## src/rtl/rx_frame_ctrl.sv

```systemverilog
// rtl/rx_frame_ctrl.sv - UART-style receive framer with stop-bit check, strobe-gap timeout and 4-deep FWFT byte FIFO.
// Sticky error flags; head-of-queue byte is always presented on rx_data.

module rx_frame_fifo (
  input  logic       clk,
  input  logic       rst_n,
  input  logic       push,
  input  logic [7:0] push_data,
  input  logic       pop,
  output logic [7:0] head,
  output logic [2:0] count
);
  logic [7:0] mem_q [4];
  logic [1:0] wr_ptr_q;
  logic [1:0] rd_ptr_q;
  logic [2:0] count_q;
  logic       wr_en;

  // A full queue still accepts a byte when the head leaves in the same cycle.
  assign wr_en = push && ((count_q != 3'd4) || pop);
  assign head  = mem_q[rd_ptr_q];
  assign count = count_q;

  always_ff @(posedge clk or negedge rst_n) begin
    if (!rst_n) begin
      for (int i = 0; i < 4; i++) mem_q[i] <= 8'h00;
      wr_ptr_q <= 2'd0;
      rd_ptr_q <= 2'd0;
      count_q  <= 3'd0;
    end else begin
      if (wr_en) begin
        mem_q[wr_ptr_q] <= push_data;
        wr_ptr_q        <= wr_ptr_q + 2'd1;
      end
      if (pop) rd_ptr_q <= rd_ptr_q + 2'd1;
      count_q <= count_q + {2'b00, wr_en} - {2'b00, pop};
    end
  end
endmodule

module rx_frame_ctrl #(
  parameter int TIMEOUT_CYC = 16
) (
  input  logic       clk_8mhz,
  input  logic       rst_n,
  input  logic       rx_en,
  input  logic       out_bit,
  input  logic       valid_now,
  input  logic       byte_start,
  output logic [7:0] rx_data,
  output logic       rx_valid,
  input  logic       rx_ready,
  output logic [2:0] fifo_count,
  output logic       err_framing,
  output logic       err_overrun,
  output logic       err_timeout,
  input  logic       err_clear,
  output logic       busy
);
  localparam int GW = $clog2(TIMEOUT_CYC + 1);

  typedef enum logic [1:0] {IDLE, DATA, STOP} state_t;

  state_t      state_q;
  logic [2:0]  bit_cnt_q;
  logic [7:0]  shift_q;
  logic [GW-1:0] gap_q;
  logic        busy_q;
  logic        err_framing_q, err_framing_d;
  logic        err_overrun_q, err_overrun_d;
  logic        err_timeout_q, err_timeout_d;

  logic       in_frame;
  logic       restart;
  logic       stop_ok;
  logic       stop_bad;
  logic       gap_expired;
  logic       pop;
  logic       overrun;

  assign in_frame    = (state_q != IDLE);
  assign restart     = rx_en && in_frame && byte_start;
  assign stop_ok     = rx_en && (state_q == STOP) && !byte_start && valid_now && out_bit;
  assign stop_bad    = rx_en && (state_q == STOP) && !byte_start && valid_now && !out_bit;
  assign gap_expired = rx_en && in_frame && !byte_start && !valid_now &&
                       (gap_q == GW'(TIMEOUT_CYC - 1));
  assign pop         = rx_valid && rx_ready;
  assign overrun     = stop_ok && (fifo_count == 3'd4) && !pop;

  rx_frame_fifo u_fifo (
    .clk       (clk_8mhz),
    .rst_n     (rst_n),
    .push      (stop_ok),
    .push_data (shift_q),
    .pop       (pop),
    .head      (rx_data),
    .count     (fifo_count)
  );

  assign rx_valid = (fifo_count != 3'd0);

  always_ff @(posedge clk_8mhz or negedge rst_n) begin
    if (!rst_n) begin
      state_q   <= IDLE;
      bit_cnt_q <= 3'd0;
      shift_q   <= 8'h00;
      gap_q     <= '0;
      busy_q    <= 1'b0;
    end else if (!rx_en) begin
      state_q   <= IDLE;
      bit_cnt_q <= 3'd0;
      shift_q   <= 8'h00;
      gap_q     <= '0;
      busy_q    <= 1'b0;
    end else begin
      case (state_q)
        IDLE: begin
          if (byte_start) begin
            state_q   <= DATA;
            bit_cnt_q <= 3'd0;
            shift_q   <= 8'h00;
            gap_q     <= '0;
            busy_q    <= 1'b1;
          end
        end
        DATA, STOP: begin
          if (byte_start) begin
            state_q   <= DATA;
            bit_cnt_q <= 3'd0;
            shift_q   <= 8'h00;
            gap_q     <= '0;
            busy_q    <= 1'b1;
          end else if (valid_now) begin
            gap_q <= '0;
            if (state_q == DATA) begin
              shift_q[bit_cnt_q] <= out_bit;
              bit_cnt_q          <= bit_cnt_q + 3'd1;
              if (bit_cnt_q == 3'd7) state_q <= STOP;
            end else begin
              state_q   <= IDLE;
              bit_cnt_q <= 3'd0;
              busy_q    <= 1'b0;
            end
          end else if (gap_expired) begin
            state_q   <= IDLE;
            bit_cnt_q <= 3'd0;
            shift_q   <= 8'h00;
            gap_q     <= '0;
            busy_q    <= 1'b0;
          end else begin
            gap_q <= gap_q + GW'(1);
          end
        end
        default: begin
          state_q   <= IDLE;
          bit_cnt_q <= 3'd0;
          gap_q     <= '0;
          busy_q    <= 1'b0;
        end
      endcase
    end
  end

  // A new error event in the same cycle as err_clear must survive.
  always_comb begin
    err_framing_d = (restart || stop_bad) || (err_framing_q && !err_clear);
    err_overrun_d = overrun || (err_overrun_q && !err_clear);
    err_timeout_d = gap_expired || (err_timeout_q && !err_clear);
  end

  always_ff @(posedge clk_8mhz or negedge rst_n) begin
    if (!rst_n) begin
      err_framing_q <= 1'b0;
      err_overrun_q <= 1'b0;
      err_timeout_q <= 1'b0;
    end else begin
      err_framing_q <= err_framing_d;
      err_overrun_q <= err_overrun_d;
      err_timeout_q <= err_timeout_d;
    end
  end

  assign err_framing = err_framing_q;
  assign err_overrun = err_overrun_q;
  assign err_timeout = err_timeout_q;
  assign busy        = busy_q;
endmodule

```

## config.mk

```make
export PLATFORM = sky130hd
export DESIGN_NAME = rx_frame_ctrl
export DESIGN_NICKNAME = d
export VERILOG_FILES = /design/src/rtl/rx_frame_ctrl.sv
export SDC_FILE = /design/constraint.sdc
export NUM_CORES = 1
export LEC_CHECK = 0
export ABC_AREA = 1
export CORE_MARGIN = 10
export CORE_UTILIZATION = 30
export CTS_CLUSTER_DIAMETER = 30
export DETAILED_ROUTE_END_ITERATION = 6
export PLACE_DENSITY = 0.45
export SETUP_SLACK_MARGIN = 0.2
export SKIP_LAST_GASP = 1
export SYNTH_ARGS = -nofsm -noshare
export SYNTH_HDL_FRONTEND = slang
export SYNTH_SLANG_ARGS = --single-unit
```

## constraint.sdc

```tcl
create_clock -name clk_8mhz -period 2.87 [get_ports clk_8mhz]
set_clock_uncertainty 0.2 [all_clocks]
set_input_delay 0.7175 -clock clk_8mhz [delete_from_list [all_inputs] [get_ports clk_8mhz]]
set_output_delay 0.7175 -clock clk_8mhz [all_outputs]
set_load 0.02 [all_outputs]
```

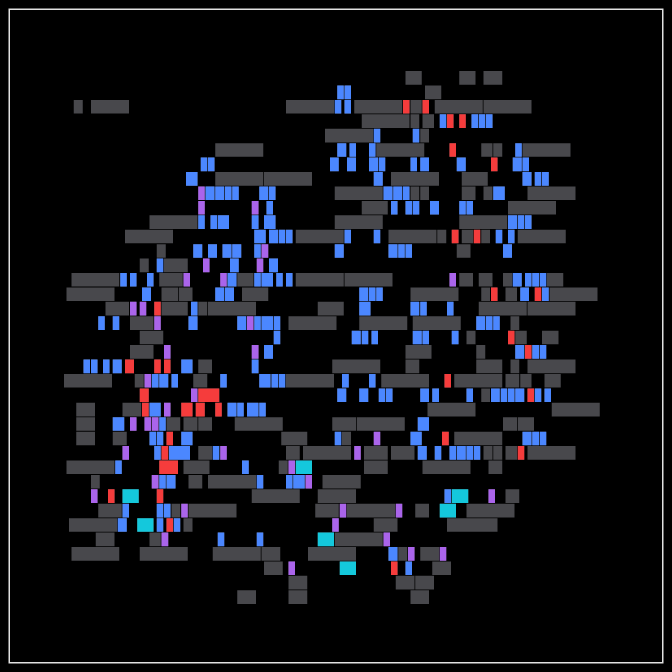
*Gate families picked out, run 1*
Key: red = NOR gates [cells 33, most used nor2_1]; blue = NAND gates [cells 193, most used nand2_1]; purple = inverters [cells 39, most used inv_1]; cyan = XOR/XNOR gates [cells 7, most used xor2_1]

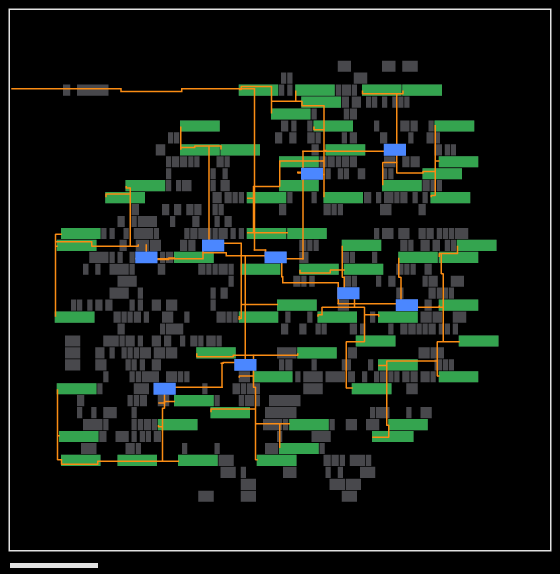
*Clock network drawn from the DEF, run 1*
The bar under the picture is 20 um long.
Key: green = flip-flops [count 61]; blue = clock drivers [count 9]; orange = clock wires [length 893 um]
There are 10 routed clock nets.

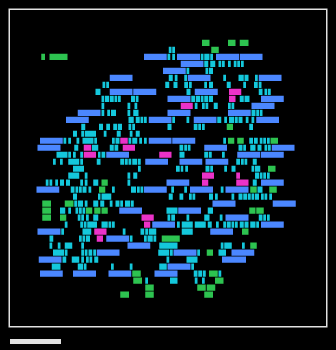
*Placement by cell class, run 1*
The bar under the picture is 20 um long.
Key: blue = flops [cells 61, share of their area 42%]; green = other buffers and delay cells [cells 39, share of their area 9.9%]; magenta = clock drivers and dummy loads [cells 16, share of their area 4.8%]; cyan = combinational and other logic [cells 324, share of their area 43%]

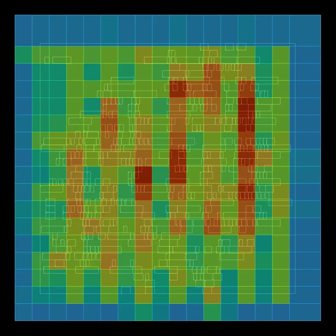
*Track usage over the die, run 1*
Total GRT Usage: 10.9%
routed wire length per instance: 12.9 um
GRT Max-Usage Layer: met2
global-route met3 utilization: 3.28%
fin util: 37.1%

==> flow_summary.toml, run 1 <==
# physical design summary
[power]
p_sw_mw = 0.943
power_leakage_nw = 1.99
swShare_pct = 37.1
finalPower_mw = 2.54
seq_power_share_pct = 38.0
p_clk_share_pct = 26.7
power_leader = "registers"
p_int_mw = 1.60
pg_seq_mw = 0.966
comb_power_share_pct = 35.3
p_clk_mw = 0.678

[placement]
dpl-instance-area_mm2 = 0.00363
pre_cts_ws_ns = 0.0474
portBuffers = 23
dp_hpwl_um = 5350

[floorplanning]
die_y_um = 123
coreArea_mm2 = 0.0103
ios = 24
fp-row-count = 37
tap_cells = 136
die-area_mm2 = 0.0151
initial_core_util_pct = 30.8

[logic_synthesis]
synth_cell_type_count = 25
yosysCellCount = 397
synth_flops = 61
syn_inst = 397
syn-num-nets = 419
topCellsByArea = "dfrtp_1 48%, nand2_1 14%, nand3_1 8.7%, ha_1 5.1%, inv_1 4.2%"
synth.avg_cell_area_um2 = 8.01
top_area_share_pct = 48.0
top_area_cell = "dfrtp_1"
yosysSeqAreaShare_pct = 48.0

[final_layout]
flop-count = 61
flop_area_mm2 = 0.00153
design_area_mm2 = 0.00382
stdcell_count = 576
drive_above_1_share_pct = 11.4
clk_share_pct = 4.61
nFillCells = 1086
buffer_area_share_pct = 9.45
area_dominant_class = "flip-flops and latches"
mi_logic_area_mm2 = 0.00144
nonClockBufferCount = 39
finalNetCount = 457
area_delta_synth_final_pct = 20.3
clockBufferCount = 9
top_register = "u_fifo.mem_q"
layout_top_cell = "nand2_1"
inv_count = 39
logic_gates = 285

[worst_setup_path]
r2r_cells = 8
critPathLaunchType = "register"
cp_data_arrival_time_ns = 1.65
critPathLaunch = "u_fifo.rd_ptr_q[0]"
reg2reg_from = "u_fifo.count[1]"
worstPathRequired_ns = 1.95
endpoint = "rx_data[1]"
crit_type = "reg2out"
critical_path.max_fanout = 8
r2r_setup_slack_ns = 0.65

[drt]
drt_iter0_drc = 147
routed.top_layer = "met4"
wl_um = 7450
drc = 0
final_antenna_net_count = 0
m1WireLength_um = 3620
vias = 2614
dr.pass1.iters = 4

[sta]
worst_hold_slack_ns = 0.156
finalCriticalPeriod_ns = 2.56
finalWorstSetupSlack_ns = 0.307
setup_viol = 0
period_used_pct = 89.3
slew_headroom_pct = 69.9
rsz0062_at_grt = "yes"
tns_ns = 0

[run_status]
status = "finished, final reports clean"

[clocking]
cts.htree.levels = 3
cts_sinks = 61
postCtsSetupRepairBufs = 0
cts-hold-fix-buffers = 0
cts_resized = 9
numCtsBuffers = 9
root_buffer = "clkbuf_8"
cts_buffer_depth = 2
tritoncts = "yes"
clock_latency_ns = 0.34
path_clk_slew_ns = 0.08

[global_route]
grt_max_degree = 62
met2_usage_pct = 17.4
grt_pass1_wl_um = 13300
grtUsageMet1_pct = 13.7
grt_pass1_vias = 2674
gr-total-overflow = 0
antenna_found_initial = 0

[job]
warning_count = 33

[worst_hold_path]
min_path_type = "in2async"
run 1: logic make-up after synthesis:
group / Yosys count / synth area share [%]
simple gates: 226 / 31.0
flops: 61 / 48.0
buf+inv: 51 / 6.65
compound gates: 37 / 6.33
fa+ha+maj: 14 / 5.74
xor+xnor: 7 / 1.93
mux: 1 / 0.315
run 1: critical path, stage by stage (launching register included):
cell and delay (ns):
dfrtp_2 0.46, inv_1 0.09, buf_4 0.15, o21ai_0 0.08, o22ai_1 0.16, dlygate4sd2_1 0.36
run 1: Yosys cell counts, drive strengths merged:
library cell / instances
nand2: 129
dfrtp: 61
nand3: 55
inv: 39
nor2: 29
o21ai: 23
ha: 13
nand4: 9
o22ai: 9
buf: 6
clkbuf: 6
xor2: 6
nor3: 4
a21oi: 3
o211ai: 2
fa: 1
mux2i: 1
xnor2: 1
### Where the registers sit, run 1

The bar under the picture is 20 um long.
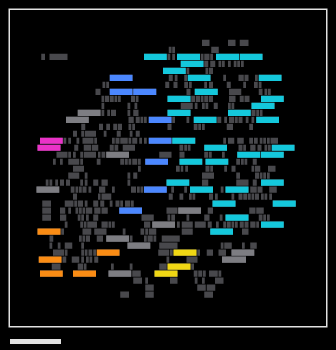

==> run 2: changes to the inputs <==
- CORE_MARGIN: 10 -> default
- CORE_UTILIZATION: 30 -> 58
- PLACE_DENSITY: 0.45 -> 0.77
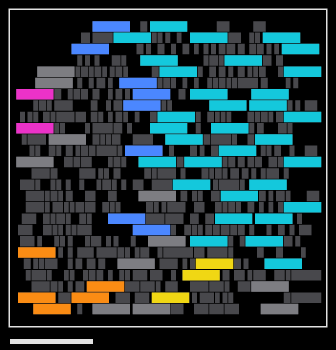
*Where the registers sit, run 2*
The bar under the picture is 20 um long.
Key: magenta = state_q [placed flops 2]; blue = shift_q [placed flops 8]; orange = gap_q [placed flops 5, where bottom left]; yellow = u_fifo.count [placed flops 3]; cyan = u_fifo.mem_q [placed flops 32]
Register Area: 0.00153 mm^2
register share of the cell area: 41.4%
P_seq: 0.967 mW
fin util: 70.8%

==> flow_summary.toml, run 2 <==
# physical design summary
[final_layout]
area_delta_synth_final_pct = 15.8
layout_top_cell = "nand2_1"
top_register = "u_fifo.mem_q"
design_area_mm2 = 0.00368
drive_above_1_share_pct = 9.70
stdcell_count = 503

[sta]
finalWorstSetupSlack_ns = 0.318
finalCriticalPeriod_ns = 2.55
rsz0062_at_grt = "no"
period_used_pct = 88.9
max_freq_mhz = 392
setup_viol = 0

[worst_setup_path]
slowest_delay_ns = 0.49
critical_path.max_fanout = 9
cp_data_arrival_time_ns = 1.63
worstPathRequired_ns = 1.95
critPathSlowestCell = "dfrtp_1"
crit_type = "reg2out"
endpoint = "rx_data[0]"
path_cells = "inv_2, o21ai_0, o22ai_1, dlygate4sd2_1"
r2r_cells = 8
reg2reg_from = "u_fifo.count[1]"
critPathLaunch = "u_fifo.rd_ptr_q[1]"
r2r_setup_slack_ns = 0.63

[logic_synthesis]
synth_cell_type_count = 25
synth_flops = 61
ys_async_sr_fraction_pct = 100
synthTopLogicFamily = "simple AND/OR/NAND/NOR gates"
yosys_most_used_dff = "dfrtp_1"
yosysSeqAreaShare_pct = 48.0
syn_inst = 397
synth.avg_cell_area_um2 = 8.01
topCellsByArea = "dfrtp_1 48%, nand2_1 14%, nand3_1 8.7%, ha_1 5.1%, inv_1 4.2%"
mux_area_share_pct = 0.315
synth_adder_area_share_pct = 5.74
top_area_cell = "dfrtp_1"
top_area_share_pct = 48.0
syn-num-nets = 419
synth-edff-count = 0
most_common_cell = "nand2_1"

[global_route]
grt_util_all_layers_pct = 25.2
grtUsageMet3_pct = 5.27
busiest_layer = "met2"
grtUsageMet1_pct = 32.3
grt_pass1_wl_um = 11600
met2_usage_pct = 42.6
gr-total-overflow = 0
antenna_found_initial = 0

[floorplanning]
die_y_um = 76.1
initial_core_util_pct = 61.1
ios = 24
fp-row-count = 26

[clocking]
cts_resized = 9
tritoncts = "yes"
postCtsSetupRepairBufs = 0
cts.htree.levels = 3
clock_latency_ns = 0.34
root_buffer = "clkbuf_8"
path_clk_slew_ns = 0.06
cts-hold-fix-buffers = 0
cts_buffer_depth = 2
numCtsBuffers = 9

[placement]
portBuffers = 23
dpl-instance-area_mm2 = 0.00353
pre_cts_ws_ns = 0.0571
dp_hpwl_um = 4640

[drt]
wire_per_inst_um = 13.4
m1WireLength_um = 3000
vias = 2723
drc = 0
wl_um = 6720
final_antenna_net_count = 0

[power]
finalPower_mw = 2.47

[run_status]
status = "finished, final reports clean"

[job]
warning_count = 32
==> run 2: cell counts after synthesis <==
Identical to the previous run, type by type.
==> run 2: final cells by class <==
| cell class | count | share of cell area, % |
|---|---|---|
| Inverter | 39 | 3.97 |
| Tap cell | 70 | 2.38 |
| Multi-Input combinational cell | 285 | 39.2 |
| Sequential cell | 61 | 41.4 |
| Timing Repair Buffer | 33 | 8.56 |
| Clock inverter | 5 | 0.747 |
| Clock buffer | 10 | 3.74 |
==> run 2: critical path, delay by kind of cell, from the launching register on <==
kind            cells  cell delay (ns)
compound gates      2             0.26
flops               1             0.49
buf+inv             2             0.55
==> run 2: power by group <==
part           switching (mW)  internal (mW)
registers              0.0571          0.910
clock network           0.332          0.325
logic                   0.504          0.346
==> run 3: changes to the inputs <==
- SLEW_MARGIN: default -> 10
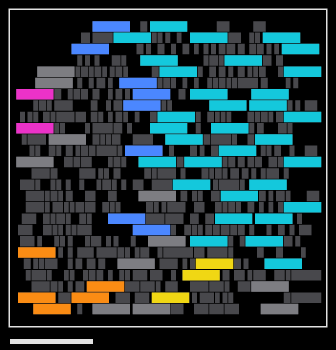
*Where the registers sit, run 3*
The bar under the picture is 20 um long.
Key: magenta = state_q [placed flops 2]; orange = gap_q [placed flops 5, where bottom left]; yellow = u_fifo.count [placed flops 3]; cyan = u_fifo.mem_q [placed flops 32]; blue = shift_q [placed flops 8]
Another 11 sequential cells are not coloured.

==> flow_summary.toml, run 3 <==
# physical design summary
[clocking]
clock_latency_ns = 0.34
cts-hold-fix-buffers = 0
cts_resized = 9
path_clk_slew_ns = 0.06
numCtsBuffers = 9
cts.htree.levels = 3
cts_sinks = 61
cts_buffer_depth = 2
postCtsSetupRepairBufs = 0
root_buffer = "clkbuf_8"
tritoncts = "yes"

[final_layout]
top_register = "u_fifo.mem_q"
stdcell_count = 503
layout_top_cell = "nand2_1"
design_area_mm2 = 0.00368
area_delta_synth_final_pct = 15.8
biggestRegsByFlops = "u_fifo.mem_q: 32 flops, shift_q: 8 flops, gap_q: 5 flops"
num_antenna_cells = 0
largest_register_ffs = 32
drive_above_1_share_pct = 9.70
finalNetCount = 451
mi_logic_area_mm2 = 0.00144
fin_util_pct = 70.8
flop_area_mm2 = 0.00153

[logic_synthesis]
most_common_cell = "nand2_1"
synth_cell_type_count = 25
top_cells_by_count = "120 x nand2_1, 61 x dfrtp_1, 55 x nand3_1"
mux_area_share_pct = 0.315
syn-num-nets = 419
synthTopLogicFamily = "simple AND/OR/NAND/NOR gates"
topCellsByArea = "dfrtp_1 48%, nand2_1 14%, nand3_1 8.7%, ha_1 5.1%, inv_1 4.2%"
yosys_most_used_dff = "dfrtp_1"
yosysSeqAreaShare_pct = 48.0
ys_sh_xor_pct = 1.93
ys_async_sr_fraction_pct = 100
synth_flops = 61
synth-edff-count = 0
aoi_share_pct = 6.33
top_area_cell = "dfrtp_1"
top_area_share_pct = 48.0
yosys_warnings = 0
yosys.area_share.simple_pct = 31.0
synth.avg_cell_area_um2 = 8.01
synth_adder_area_share_pct = 5.74
syn_inst = 397
yosysCellCount = 397

[power]
powerDensity_mw_per_mm2 = 672
power_leakage_nw = 1.98
finalPower_mw = 2.47

[placement]
dp_hpwl_um = 4640
pre_cts_ws_ns = 0.0571
dpl-instance-area_mm2 = 0.00353
routabilityCongestion = 0.877
portBuffers = 23
post-place-cells = 488

[floorplanning]
ios = 24
fp-row-count = 26
die_x_um = 76.1
initial_core_util_pct = 61.1
die_y_um = 76.1

[worst_setup_path]
r2r_end = "u_fifo.count[2]"
critPathLaunchType = "register"
critPathLaunch = "u_fifo.rd_ptr_q[1]"
cp-end-kind = "output port"
slowest_delay_ns = 0.49
endpoint = "rx_data[0]"
r2r_cells = 8
cp_data_arrival_time_ns = 1.63
r2r_setup_slack_ns = 0.63
crit_type = "reg2out"
worstPathRequired_ns = 1.95
critPathSlowestCell = "dfrtp_1"
path_cells = "inv_2, o21ai_0, o22ai_1, dlygate4sd2_1"
reg2reg_from = "u_fifo.count[1]"
critical_path.max_fanout = 9

[sta]
worst_hold_slack_ns = 0.170
tns_ns = 0
hold_violations = 0
rsz0062_at_grt = "no"
finalWorstSetupSlack_ns = 0.318
setup_viol = 0
max_freq_mhz = 392
worst_pin_slew_ns = 0.406
slew_headroom_pct = 73.0
finalCriticalPeriod_ns = 2.55
period_used_pct = 88.9

[job]
warning_count = 32
max_cap_violations = 0

[drt]
dr.pass1.iters = 5
vias_per_cell = 5.41
m1WireLength_um = 3000
wl_um = 6720
wire_per_inst_um = 13.4
drt_iter0_drc = 205
drc = 0
wl_met3_um = 335
final_antenna_net_count = 0
vias = 2723

[global_route]
busiest_layer = "met2"
antenna_found_initial = 0
grtUsageMet3_pct = 5.27
gr-total-overflow = 0
grt_util_all_layers_pct = 25.2
grtUsageMet1_pct = 32.3
grt_pass1_wl_um = 11600
met2_usage_pct = 42.6
grt_max_degree = 62

[run_status]
status = "finished, final reports clean"

[worst_hold_path]
min_path_type = "in2async"
==> run 3: cell counts after synthesis <==
Identical to the previous run, type by type.
==> run 3: final cells by class <==
type | instances | share of cell area [%]
well taps | 70 | 2.38
inverters | 39 | 3.97
multi-input cells | 285 | 39.2
flip-flops and latches | 61 | 41.4
repair buffers | 33 | 8.56
clock inverters | 5 | 0.747
clock buffers | 10 | 3.74
==> run 3: critical path: cells and delay by family, from the launching register on <==
kind	cells	cell delay, ns
buf+inv	2	0.55
flops	1	0.49
compound gates	2	0.26
==> run 3: report_power, final <==
| group | switching [mW] | total (mW) | internal, mW |
|---|---|---|---|
| combinational | 0.504 | 0.851 | 0.346 |
| sequential | 0.0571 | 0.967 | 0.910 |
| clock | 0.332 | 0.657 | 0.325 |
Power and IR drop assume default switching activity.
